[src/rtl/tc_digital_io_bank.sv]
// Bank of digital pad channels: registered chip->pad controls and a conditioned
// pad->chip path (synchroniser, optional debounce, edge-triggered sticky interrupts).
module tc_digital_io_bank #(
    parameter int NumPads        = 8,
    parameter int SyncStages     = 2,
    parameter int DebounceCycles = 4,
    parameter int DriveWidth     = 4
) (
    input  logic                           clk_i,
    input  logic                           rst_i,
    input  logic [NumPads-1:0]             out_data_i,
    input  logic [NumPads-1:0]             out_en_i,
    input  logic [NumPads*DriveWidth-1:0]  drive_strength_i,
    input  logic [NumPads-1:0]             pullup_en_i,
    input  logic [NumPads-1:0]             pulldown_en_i,
    input  logic [NumPads-1:0]             debounce_en_i,
    input  logic [NumPads-1:0]             rise_irq_en_i,
    input  logic [NumPads-1:0]             fall_irq_en_i,
    input  logic [NumPads-1:0]             irq_clear_i,
    output logic [NumPads-1:0]             in_data_o,
    output logic [NumPads-1:0]             irq_pending_o,
    output logic                           irq_o,
    output logic [NumPads-1:0]             pad_data_o,
    output logic [NumPads-1:0]             pad_oe_no,
    output logic [NumPads*DriveWidth-1:0]  pad_drive_o,
    output logic [NumPads-1:0]             pad_pullup_o,
    output logic [NumPads-1:0]             pad_pulldown_o,
    input  logic [NumPads-1:0]             pad_data_i
);

    localparam int CntW = $clog2(DebounceCycles);
    localparam logic [CntW-1:0] CntMax = CntW'(DebounceCycles - 1);

    logic [NumPads-1:0] r_sync [SyncStages];
    logic [NumPads-1:0] r_q;
    logic [NumPads-1:0] r_deb_en;
    logic [NumPads-1:0] r_pending;
    logic [CntW-1:0]    r_cnt [NumPads];

    logic [NumPads-1:0] w_s;
    logic [NumPads-1:0] w_q_next;
    logic [NumPads-1:0] w_rise;
    logic [NumPads-1:0] w_fall;
    logic [NumPads-1:0] w_set;
    logic [CntW-1:0]    w_cnt_next [NumPads];

    // Chip->pad controls; data, enable and drive share one edge so a driven pad never shows stale data.
    always_ff @(posedge clk_i or posedge rst_i) begin
        if (rst_i) begin
            pad_oe_no      <= '1;
            pad_data_o     <= '0;
            pad_drive_o    <= '0;
            pad_pullup_o   <= '0;
            pad_pulldown_o <= '0;
        end else begin
            pad_oe_no      <= ~out_en_i;
            pad_data_o     <= out_data_i;
            pad_drive_o    <= drive_strength_i;
            pad_pullup_o   <= pullup_en_i & ~pulldown_en_i;
            pad_pulldown_o <= pulldown_en_i & ~pullup_en_i;
        end
    end

    // Input synchroniser chain.
    always_ff @(posedge clk_i or posedge rst_i) begin
        if (rst_i) begin
            for (int i = 0; i < SyncStages; i++) begin
                r_sync[i] <= '0;
            end
        end else begin
            r_sync[0] <= pad_data_i;
            for (int i = 1; i < SyncStages; i++) begin
                r_sync[i] <= r_sync[i-1];
            end
        end
    end

    assign w_s = r_sync[SyncStages-1];

    // Per-pad filter: a mode change restarts the count, debounce only commits after a full stable window.
    always_comb begin
        w_q_next = r_q;
        for (int p = 0; p < NumPads; p++) begin
            w_cnt_next[p] = r_cnt[p];
            if (debounce_en_i[p] != r_deb_en[p]) begin
                w_cnt_next[p] = '0;
                if (!debounce_en_i[p]) begin
                    w_q_next[p] = w_s[p];
                end else begin
                    w_q_next[p] = r_q[p];
                end
            end else if (!debounce_en_i[p]) begin
                w_q_next[p]   = w_s[p];
                w_cnt_next[p] = '0;
            end else if (w_s[p] == r_q[p]) begin
                w_cnt_next[p] = '0;
            end else if (r_cnt[p] == CntMax) begin
                w_q_next[p]   = w_s[p];
                w_cnt_next[p] = '0;
            end else begin
                w_cnt_next[p] = r_cnt[p] + CntW'(1);
            end
        end
    end

    assign w_rise = w_q_next & ~r_q;
    assign w_fall = ~w_q_next & r_q;
    assign w_set  = (w_rise & rise_irq_en_i) | (w_fall & fall_irq_en_i);

    // Stable value, counters and sticky flags; a new edge beats a same-cycle clear.
    always_ff @(posedge clk_i or posedge rst_i) begin
        if (rst_i) begin
            r_q       <= '0;
            r_deb_en  <= '0;
            r_pending <= '0;
            for (int p = 0; p < NumPads; p++) begin
                r_cnt[p] <= '0;
            end
        end else begin
            r_q       <= w_q_next;
            r_deb_en  <= debounce_en_i;
            r_pending <= (r_pending & ~irq_clear_i) | w_set;
            for (int p = 0; p < NumPads; p++) begin
                r_cnt[p] <= w_cnt_next[p];
            end
        end
    end

    assign in_data_o     = r_q;
    assign irq_pending_o = r_pending;
    assign irq_o         = |r_pending;

endmodule
[config.mk]
export PLATFORM = sky130hd
export DESIGN_NAME = tc_digital_io_bank
export DESIGN_NICKNAME = d
export VERILOG_FILES = /design/src/rtl/tc_digital_io_bank.sv
export SDC_FILE = /design/constraint.sdc
export NUM_CORES = 1
export LEC_CHECK = 0
export CORE_UTILIZATION = 40
export DETAILED_ROUTE_END_ITERATION = 6
export PLACE_DENSITY = 0.86
export SETUP_SLACK_MARGIN = 0.4
export SYNTH_ARGS = -nofsm -noshare
export SYNTH_HDL_FRONTEND = slang
export SYNTH_SLANG_ARGS = --single-unit
[constraint.sdc]
create_clock -name clk_i -period 5.1 [get_ports clk_i]
set_clock_uncertainty 0.15 [all_clocks]
set_input_delay 0.51 -clock clk_i [delete_from_list [all_inputs] [get_ports clk_i]]
set_output_delay 0.51 -clock clk_i [all_outputs]
set_load 0.03 [all_outputs]
Placed cells, one color a class:
Drawn at 4 px/um.
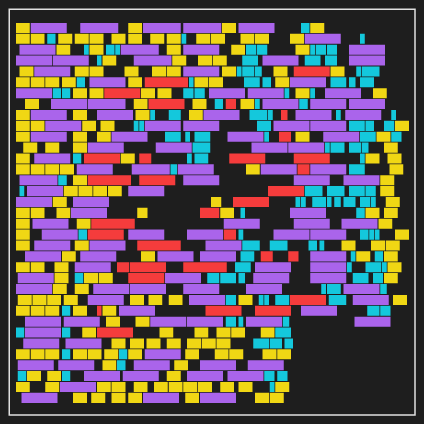
class	color	cells	share of their area
combinational and other logic	cyan	132	14%
clock drivers and dummy loads	red	32	9.9%
flops	purple	120	47%
other buffers and delay cells	yellow	188	29%
core area: 9371 sq um
Seq area share: 45.61%
row cnt: 35

Cells by drive strength:
Drawn at 4 px/um.
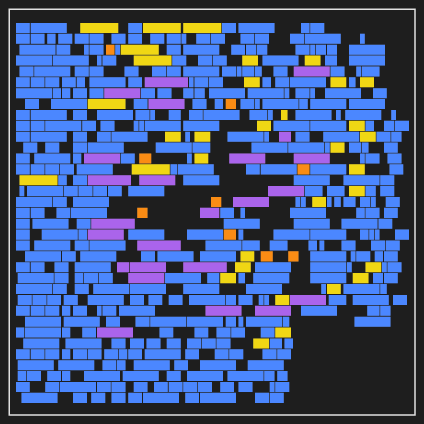
size	color	cells
_6 and larger	purple	24
_0 and _1 cells	blue	406
_2 cells	yellow	33
_3 and _4 cells	orange	9
Syn-to-layout area delta: 68.34%
nonclk buf count: 188

Close-up of the layout:
Region (13, 63) to (38, 88) um. Cells in gray, sequential cells in the stronger gray; small squares are vias.
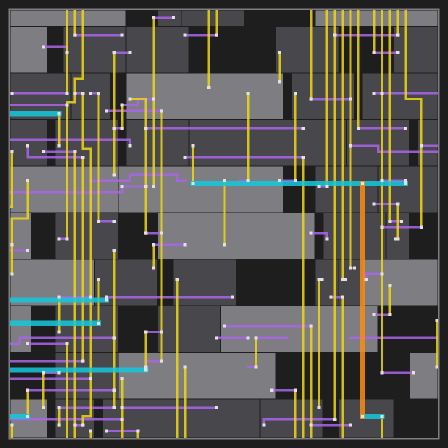
layer	color
metal 1	purple
metal 4	orange
metal 2	yellow
metal 3	cyan
netlist names of flops here include	pad_drive_o (2), pad_pulldown_o (2)
most frequent	clkdlybuf4s50_1 (18), dfrtp_1 (6)
sequential cells in the window	7
cells with their middle in the window	34

==> qor.yml <==
pwr:
  clock_power_share_pct: 47.9
  p_int_uw: 2026
  switchingPower_uw: 609.8
  power.leakage_uw: 0.002912
  finalPower_uw: 2636
  swShare_pct: 23.13
  seqPwrFrac_pct: 39.5
  power_frac_comb_pct: 12.6
  p_seq_uw: 1040
  ir_drop_mv: 0.2294
  maxPowerGroup: "clock"
  pg_comb_uw: 332
global_routing:
  antenna_found_initial: 0
  use_met2_pct: 35.11
  grt_use_total_pct: 19.86
  grt.busiest_layer: "met2"
  grt_use_met1_pct: 19.48
  grt_pass1_wl_um: 14700
  use_met3_pct: 9.986
  grt_pass1_vias: 3050
hold_path:
  hp-class: "reg2reg"
  min_to: "w_s[3]"
  hp-start: "r_sync[11]"
  hold_depth: 0
synth:
  ff_type: "dfrtp_1"
  area_leaders: "dfrtp_1 71%, dfstp_2 5.4%, ha_1 2.6%"
  xor_area_share_pct: 1.786
  edf_count: 0
  synth_chip_area_sq_um: 3924
  synthArstFlopShare_pct: 100.0
  synth.largest_area_cell: "dfrtp_1"
  ys_sh_adder_pct: 2.551
  synth-compound-area-share_pct: 5.102
  syn-num-nets: 366
  syn_area_sq_um: 3924
  yosys.area_share.simple_pct: 9.088
  netlist_logic_family_top: "simple AND/OR/NAND/NOR gates"
  synthMostInstantiatedCell: "dfrtp_1"
  yosys_cells: 252
  ys_seq_share_pct: 76.79
  ys_ff: 120
clock_network:
  cts_max_path_buffers: 2
  ctsHtreeMaxLevel: 4
  cts_tree: "yes"
  numCtsBuffers: 17
  cts.clk_slew.worst_paths_ps: 60
  cts_resized: 0
  ctsHoldBuffers: 0
  post_cts_buffers: 0
run:
  warnings: 26
  cap_violations: 0
floorplan:
  die_area_sq_um: 10210
  initial_utilization_pct: 41.87
  nWellTaps: 129
  fp.dieH_um: 101.0
final_layout:
  drive_gt1_share_pct: 13.98
  seqCellArea_sq_um: 3013
  largest_reg_flops: 32
  largest-register: "pad_drive_o"
  lay_top_cells: "186 x clkdlybuf4s50_1, 112 x dfrtp_1, 24 x inv_1"
  design_area_sq_um: 6605
  largest_class: "sequential cells"
  comb_area_sq_um: 817.0
  nClkBuffers: 18
  fill_cells: 648
  layout_top_cell: "clkdlybuf4s50_1"
  n_all_inverters: 25
  fin_cells: 601
  reg.largest.list: "pad_drive_o x32, r_cnt x16"
setup_path:
  rrSetupSlack_ps: 3680
  crit_path_end: "irq_o"
  r2r-start: "r_cnt[0]"
  critical-path-top-delay-family: "buffers and inverters"
  cp.buffers_inverters: 1
  cp_data_arrival_time_ps: 1980
  worst-path-stages: 3
  worstReg2RegEnd: "in_data_o[7]"
  crit_fanout: 3
  end_kind: "output port"
  crit_slowest_cell: "clkdlybuf4s50_1"
routing:
  drt-met1-wl_um: 3101
  drt-total-wl_um: 9096
  drt_iter0_drc: 41
  dr_wl_met3_um: 810
  dr.pass1.iters: 4
  dr.max_layer_used: "met4"
  wl_met2_um: 5029
  avgRoutedWirePerCell_um: 15.13
  dr_total_vias: 2694
  via_per_inst: 4.483
final_timing:
  drv_slew: 0
  period_used_pct: 51.74
  hold_viol_final: 0
  worst_slew_pin_slew_ps: 532.8
  fin_crit_ps: 2639
  relSlewSlack_pct: 64.48
  rsz0062_at_grt: "no"
  max_freq_ghz: 0.3790
  fin_setup_tns_ps: 0
  setup_viol: 0
place:
  pre_cts_slack_ps: 2980
  hpwlAfterDp_um: 6752
  dpl_cell_area_sq_um: 5964
  globalplace.congestion: 0.7062
status:
  status: "complete, no violations"
No activity file was given, so power comes from the tool's default toggle rates.
